Design pipe_skid_flat, sky130hd; sources not shown.
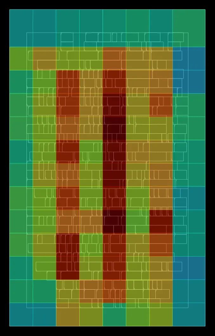
*Congestion heat map*
met3 GRT Util: 3.44%
routing usage on met1: 22.6%

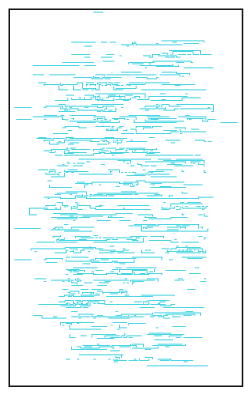
*Signal wires on met1*
(4 px per µm)
longest straight run	28.1 µm
wire length on this layer	2300 µm
nets with wire on the layer	311
share of all routed wire	39%
via count: 2013
Routed WL: 5900 µm

==> results.cfg <==
; flow metrics
[status]
outcome = complete, but fails checks
violations = setup timing

[yosys]
syn-cell-area_um2 = 1970
simple_gate_share_pct = 38.0
syn_avg_cell_area_um2 = 7.76
synthTopCellsByCount = nand2_1, dfrtp_1, nand3_1

[clock_tree]
htreeDepth = 2
clk-insertion-delay-late_ns = 0.30
cts-root-buf = clkbuf_8

[placement]
io_buffers = 45
dp_hpwl_um = 3450

[route]
wire_per_inst_um = 15.8
via_per_inst = 5.40
drt_iter0_drc = 92

[global_route]
grt_start_max_net_pins = 40

[critical_path]
critPathRequiredTime_ns = 1.68

[power]
ir_drop_mv = 0.785

[final_timing]
finalWorstSetupSlack_ns = -0.0425
rsz0062_at_grt = yes
finalSetupViolCount = 17
